Fig. 1: the metal 1 layer
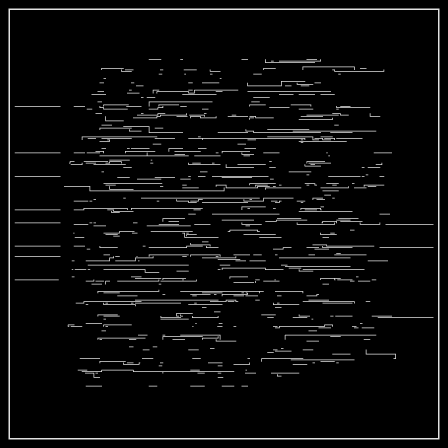
Fig. 2: the metal 2 layer
The bar under the picture is 20 µm long.
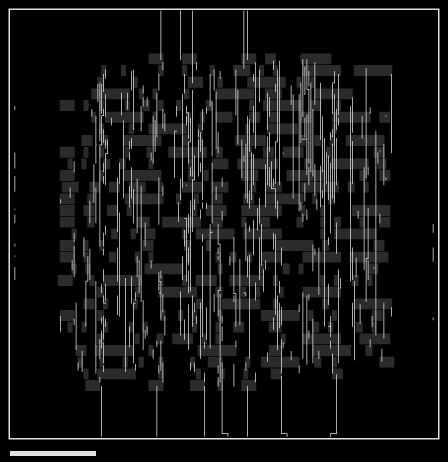
Fig. 3: signal wires on met3
The bar under the picture is 20 µm long.
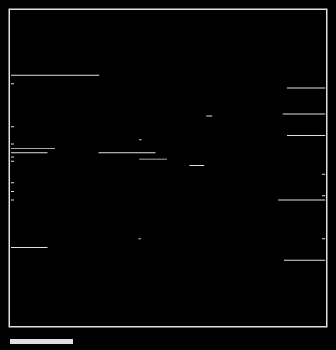
Fig. 4: routing congestion map
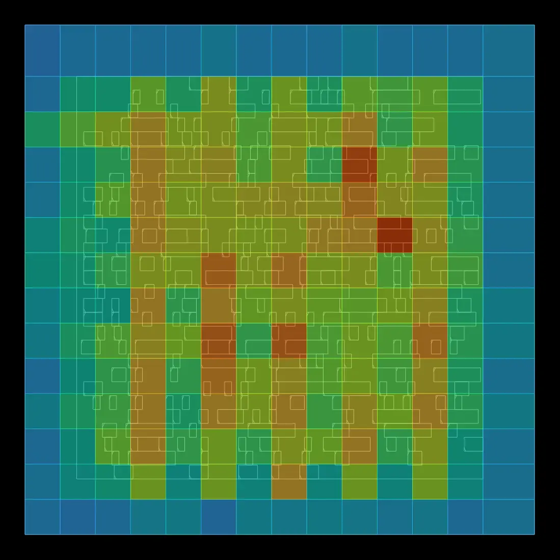
[src/rtl/serial_add_ctrl.sv]
// Bit-serial adder controller: accepts operands over valid/ready, adds LSB-first
// one bit per clock through a single full-adder cell, returns sum/cout over valid/ready.
// Optional signed-overflow output is built when SERIAL_ADD_OVF_EN is defined.
module serial_add_ctrl #(
    parameter int unsigned WIDTH = 8
) (
    input  logic             clk,
    input  logic             rst_n,
    input  logic             in_valid,
    output logic             in_ready,
    input  logic [WIDTH-1:0] a,
    input  logic [WIDTH-1:0] b,
    input  logic             cin,
    output logic             out_valid,
    input  logic             out_ready,
    output logic [WIDTH-1:0] sum,
    output logic             cout
`ifdef SERIAL_ADD_OVF_EN
    ,
    output logic             ovf
`endif
);

    localparam int unsigned CntW = $clog2(WIDTH);
    localparam logic [CntW-1:0] LastBit = CntW'(WIDTH - 1);

    typedef enum logic [1:0] {
        StIdle,
        StShift,
        StDone
    } state_e;

    state_e            state_q, state_d;
    logic [CntW-1:0]   cnt_q, cnt_d;
    logic [WIDTH-1:0]  a_sh_q, a_sh_d;
    logic [WIDTH-1:0]  b_sh_q, b_sh_d;
    logic [WIDTH-1:0]  sum_sh_q, sum_sh_d;
    logic              c_q, c_d;
    logic [WIDTH-1:0]  sum_q, sum_d;
    logic              cout_q, cout_d;
    logic              bit_s, bit_co;
`ifdef SERIAL_ADD_OVF_EN
    logic              ovf_q, ovf_d;
`endif

    // The single full-adder cell
    assign bit_s  = a_sh_q[0] ^ b_sh_q[0] ^ c_q;
    assign bit_co = (a_sh_q[0] & b_sh_q[0]) | (a_sh_q[0] & c_q) | (b_sh_q[0] & c_q);

    always_comb begin
        state_d   = state_q;
        cnt_d     = cnt_q;
        a_sh_d    = a_sh_q;
        b_sh_d    = b_sh_q;
        sum_sh_d  = sum_sh_q;
        c_d       = c_q;
        sum_d     = sum_q;
        cout_d    = cout_q;
`ifdef SERIAL_ADD_OVF_EN
        ovf_d     = ovf_q;
`endif
        in_ready  = 1'b0;
        out_valid = 1'b0;

        unique case (state_q)
            StIdle: begin
                in_ready = 1'b1;
                if (in_valid) begin
                    a_sh_d  = a;
                    b_sh_d  = b;
                    c_d     = cin;
                    cnt_d   = '0;
                    state_d = StShift;
                end
            end
            StShift: begin
                sum_sh_d = {bit_s, sum_sh_q[WIDTH-1:1]};
                a_sh_d   = a_sh_q >> 1;
                b_sh_d   = b_sh_q >> 1;
                c_d      = bit_co;
                cnt_d    = cnt_q + CntW'(1);
                if (cnt_q == LastBit) begin
                    // Result registers only update here so they hold outside DONE
                    sum_d   = {bit_s, sum_sh_q[WIDTH-1:1]};
                    cout_d  = bit_co;
`ifdef SERIAL_ADD_OVF_EN
                    ovf_d   = c_q ^ bit_co;
`endif
                    state_d = StDone;
                end
            end
            StDone: begin
                out_valid = 1'b1;
                if (out_ready) begin
                    state_d = StIdle;
                end
            end
            default: state_d = StIdle;
        endcase
    end

    always_ff @(posedge clk or negedge rst_n) begin
        if (!rst_n) begin
            state_q  <= StIdle;
            cnt_q    <= '0;
            a_sh_q   <= '0;
            b_sh_q   <= '0;
            sum_sh_q <= '0;
            c_q      <= 1'b0;
            sum_q    <= '0;
            cout_q   <= 1'b0;
`ifdef SERIAL_ADD_OVF_EN
            ovf_q    <= 1'b0;
`endif
        end else begin
            state_q  <= state_d;
            cnt_q    <= cnt_d;
            a_sh_q   <= a_sh_d;
            b_sh_q   <= b_sh_d;
            sum_sh_q <= sum_sh_d;
            c_q      <= c_d;
            sum_q    <= sum_d;
            cout_q   <= cout_d;
`ifdef SERIAL_ADD_OVF_EN
            ovf_q    <= ovf_d;
`endif
        end
    end

    assign sum  = sum_q;
    assign cout = cout_q;
`ifdef SERIAL_ADD_OVF_EN
    assign ovf  = ovf_q;
`endif

endmodule

[config.mk]
export PLATFORM = sky130hd
export DESIGN_NAME = serial_add_ctrl
export DESIGN_NICKNAME = d
export VERILOG_FILES = /design/src/rtl/serial_add_ctrl.sv
export SDC_FILE = /design/constraint.sdc
export NUM_CORES = 1
export LEC_CHECK = 0
export ABC_AREA = 1
export ABC_CLOCK_PERIOD_IN_PS = 1240
export CAP_MARGIN = 10
export CELL_PAD_IN_SITES_DETAIL_PLACEMENT = 2
export CELL_PAD_IN_SITES_GLOBAL_PLACEMENT = 2
export CORE_MARGIN = 10
export CORE_UTILIZATION = 28
export CTS_BUF_LIST = sky130_fd_sc_hd__clkbuf_8
export CTS_CLUSTER_DIAMETER = 120
export DETAILED_ROUTE_END_ITERATION = 8
export PLACE_DENSITY_LB_ADDON = 0.1
export SYNTH_ARGS = -nofsm -noshare
export SYNTH_HDL_FRONTEND = slang
export SYNTH_SLANG_ARGS = --single-unit
[constraint.sdc]
create_clock -name clk -period 1.24 [get_ports clk]
set_input_delay 0.248 -clock clk [delete_from_list [all_inputs] [get_ports clk]]
set_output_delay 0.248 -clock clk [all_outputs]
set_load 0.03 [all_outputs]
==> notes.org <==
* Flow results

** Outcome
- Result of the run :: finished with violations
- Failing checks :: negative setup slack

** Synth
- When the netlist entered floorplanning its net count stood at 242.
- The cell type that accounts for the most area after synthesis is sky130_fd_sc_hd__dfrtp_1.
- Summing the areas of all xor and xnor instances in the mapped netlist gives 0% of the synthesized area.
- After synthesis, the most frequently instantiated cells are 84 x sky130_fd_sc_hd__nand2_1, 38 x sky130_fd_sc_hd__dfrtp_1, 38 x sky130_fd_sc_hd__inv_1, 18 x sky130_fd_sc_hd__nand3_1, 9 x sky130_fd_sc_hd__o21ai_0.
- FFs w/ async S/R, synth :: 100.0%
- After synthesis, the largest family of logic cells by area is simple AND/OR/NAND/NOR gates.
- Number of unique standard cell types used by synthesis :: 20
- Yosys reports the multiplexer fraction of the synthesized area as 0%.
- Dividing the synthesized area by the synthesized cell count gives 8.179 µm².
- Of the total synthesized cell area, the portion taken by AND, OR, NAND and NOR gates is between 20% and 30%.
- The commonest register cell is sky130_fd_sc_hd__dfrtp_1.
- Number of register bits inferred by synthesis :: 38
- Number of enable-type register cells in the synthesized netlist :: 0
- Number of standard cells reported by yosys :: 218
- During synthesis, Yosys emitted a total of 0 warnings.
- Mapped Cells :: 218
- The synthesized netlist devotes 5.754% of its cell area to compound gates.
- Netlist area before placement :: 0.001783 mm²
- For this run the top cell type by instance count after synthesis was sky130_fd_sc_hd__nand2_1.
- After synthesis, the largest area contributor takes up between 50% and 60% of total cell area.
- In the post-synthesis netlist, the biggest area contributors are sky130_fd_sc_hd__dfrtp_1 53%, sky130_fd_sc_hd__nand2_1 18%, sky130_fd_sc_hd__inv_1 8.0%.
- In this run, the synthesized area fraction spent on adder and majority cells is recorded as around 2.5%.
- The area recorded from the Yosys report for this design is around 0.0018 mm².
- Per Yosys stat, the portion of area used by sequential elements is 53.33%.

** Cells and area
- In the layout the commonest cells are 83 x sky130_fd_sc_hd__nand2_1, 37 x sky130_fd_sc_hd__inv_1, 36 x sky130_fd_sc_hd__dfrtp_1, 28 x sky130_fd_sc_hd__buf_4, 19 x sky130_fd_sc_hd__clkdlybuf4s50_1.
- Diodes inserted :: 0
- Post-layout instance area :: between 0.002 and 0.003 mm²
- Final-layout fill cell count :: 732
- Fraction of layout cells with a size suffix above 1 :: a little under a quarter
- The design has 38 sequential cells.
- The final layout report lists a non-clock inverter count of approximately 40.
- The flow measured a signed area growth from synthesis to layout of 42.60%.
- The area taken by sequential standard cells is reported as around 950 µm².
- Most common logic cell in the routed design :: sky130_fd_sc_hd__nand2_1
- In the final layout, the clock buffer count is 6.
- Leaving out filler cells and counting taps, the final layout contains 353.
- Combined area of the multi-input logic cells :: around 680 µm²
- Multi-input gates :: approximately 130
- Clock Network Area Fraction :: ~3.6%
- Nets@finish :: 299
- Cell class ranked first by area :: sequential cells
- Number of buffers other than clock buffers in the final layout :: 58
- Of all the cell area in the finished design, non-clock buffers hold around 22%.
- Per the layout area report, the combinational fraction of cell area is 26.72%.

** Job
- Number of max-cap violations :: 0
- Summing over the stages, the warning tally comes to 29.

** Place
- Worst setup slack before clock tree synthesis :: -0.1037 ns
- The placement stage leaves a total instance area of 0.002245 mm².
- # placed instances :: around 340
- Detailed placer's ending HPWL :: 3.362 mm
- The placement report lists the number of port buffers as 31.

** Timing
- Setup skew after layout :: 0.009340 ns
- Highest attainable clock frequency :: 718.1 MHz
- The final timing report lists a hold violation count of 0.
- Setup repair after global routing could not meet its margin everywhere.
- After layout, the worst setup slack is -0.1525 ns.
- The tightest hold path in the finished design has a slack of 0.4508 ns.
- Final Cycle Share :: 112.3%
- Per the final report, max-transition violations number 0.
- Final count of negative-setup-slack endpoints :: 2

** Detailed routing
- Met3 routed WL :: 167 µm
- Avg WL per Cell :: around 14 µm
- Using the TritonRoute via totals, the vias-per-cell ratio works out to 4.431.
- Vias :: 1564
- Violation count after the first detailed-routing iteration :: 29
- For this block, the routed nets add up to 4.925 mm of wire.
- WL met1 :: 2.180 mm
- Number of detailed-routing iterations run before antenna repair :: 5
- The highest layer touched by signal routing is met4.

** Worst setup path
- Worst path arrival time :: 1.14 ns
- The number of cells on the worst reg-to-reg path is 6.
- STA classifies the critical path startpoint as a flip-flop.
- Together, buffers and inverters on the worst path number 2.
- The endpoint identified for the worst register-to-register timing path is state_q[1].
- Largest delay share family, worst path :: flip-flops
- Reg-to-reg slack, setup :: 0 ns
- Per the OpenROAD timing report, the critical path contains 3 cells.
- Beginning of the critical path :: state_q[0]
- By instance count, the cell type seen most on the critical path is sky130_fd_sc_hd__buf_6.
- STA lists the maximum fanout along the critical path as 4.
- Per STA, the worst path is made up of buf_6 > nor2_4 > buf_6.
- The startpoint identified for the worst register-to-register timing path is cnt_q[1].
- For reference, the most critical setup path is categorized as reg -> out.
- The critical path ends at in_ready.
- Required arrival time at the worst endpoint :: 0.99 ns

** Worst hold path
- The path class of the tightest hold or removal check is in -> async.

** Clock tree
- Clk buf depth :: 2
- The number of setup buffers added after CTS is 2.
- After clock tree synthesis, the clock-pin slew on the worst setup and hold paths is 0.08 ns.
- CTS Root Cell :: sky130_fd_sc_hd__clkbuf_8
- Looking at the clock tree report, the H-tree level count equals 2.
- The report puts the hold buffer count at CTS at 1.
- Total number of clock tree sinks :: 38
- CTS tree :: done

** Global route
- Pin count of the biggest net entering global routing :: 39
- The initial antenna violation count is 0.
- The total overflow left after global routing is 0.
- First-pass GRT wire length :: 8.507 mm
- Global-route usage over all layers :: 10.48%
- Global routing used 12.76% of the available met1 tracks.

** Power
- Power spent charging and discharging nets :: about 0.0025 W
- In this run, flip-flops and latches consume a little over a third of the power.
- Combinational cells account for 50.6% of the total power.
- Dividing total power by cell area gives a power density of 2411 mW/mm².
- Cell internal power was estimated by the tool at 0.003619 W.
- Clock distribution power :: 0.000887 W
- VDD sags by at most between 0.7 and 0.8 mV.
- Combinational cell power :: 0.00310 W
- The clock network burns 14.5% of the power.

** Die
- Before placement the cells fill 28.40% of the core.
- Number of placement rows :: 29
- Area of the die :: 0.009959 mm²
- Per the OpenROAD floorplan log, the height of the die is 99.80 µm.
- Floorplan core area :: roughly 0.0063 mm²
- According to the I/O placement log, the pin count is 32.
- Chip Width :: 99.80 µm
- Tapcells :: 77
About Fig. 1:
longest straight run: 31.3 µm
share of all routed wire: 44%

About Fig. 2:
wire length on this layer: 2500 µm
nets with wire on the layer: 254

About Fig. 3:
wire length on this layer: 168 µm
main direction: horizontal

About Fig. 4:
Most Crowded Layer GR: met2
met3 routing resource usage after global routing: 2.473%
met2 routing resource usage after global routing: 17.27%
share of the core filled with cells in the final layout: 40.50%

Power and IR drop assume default switching activity.
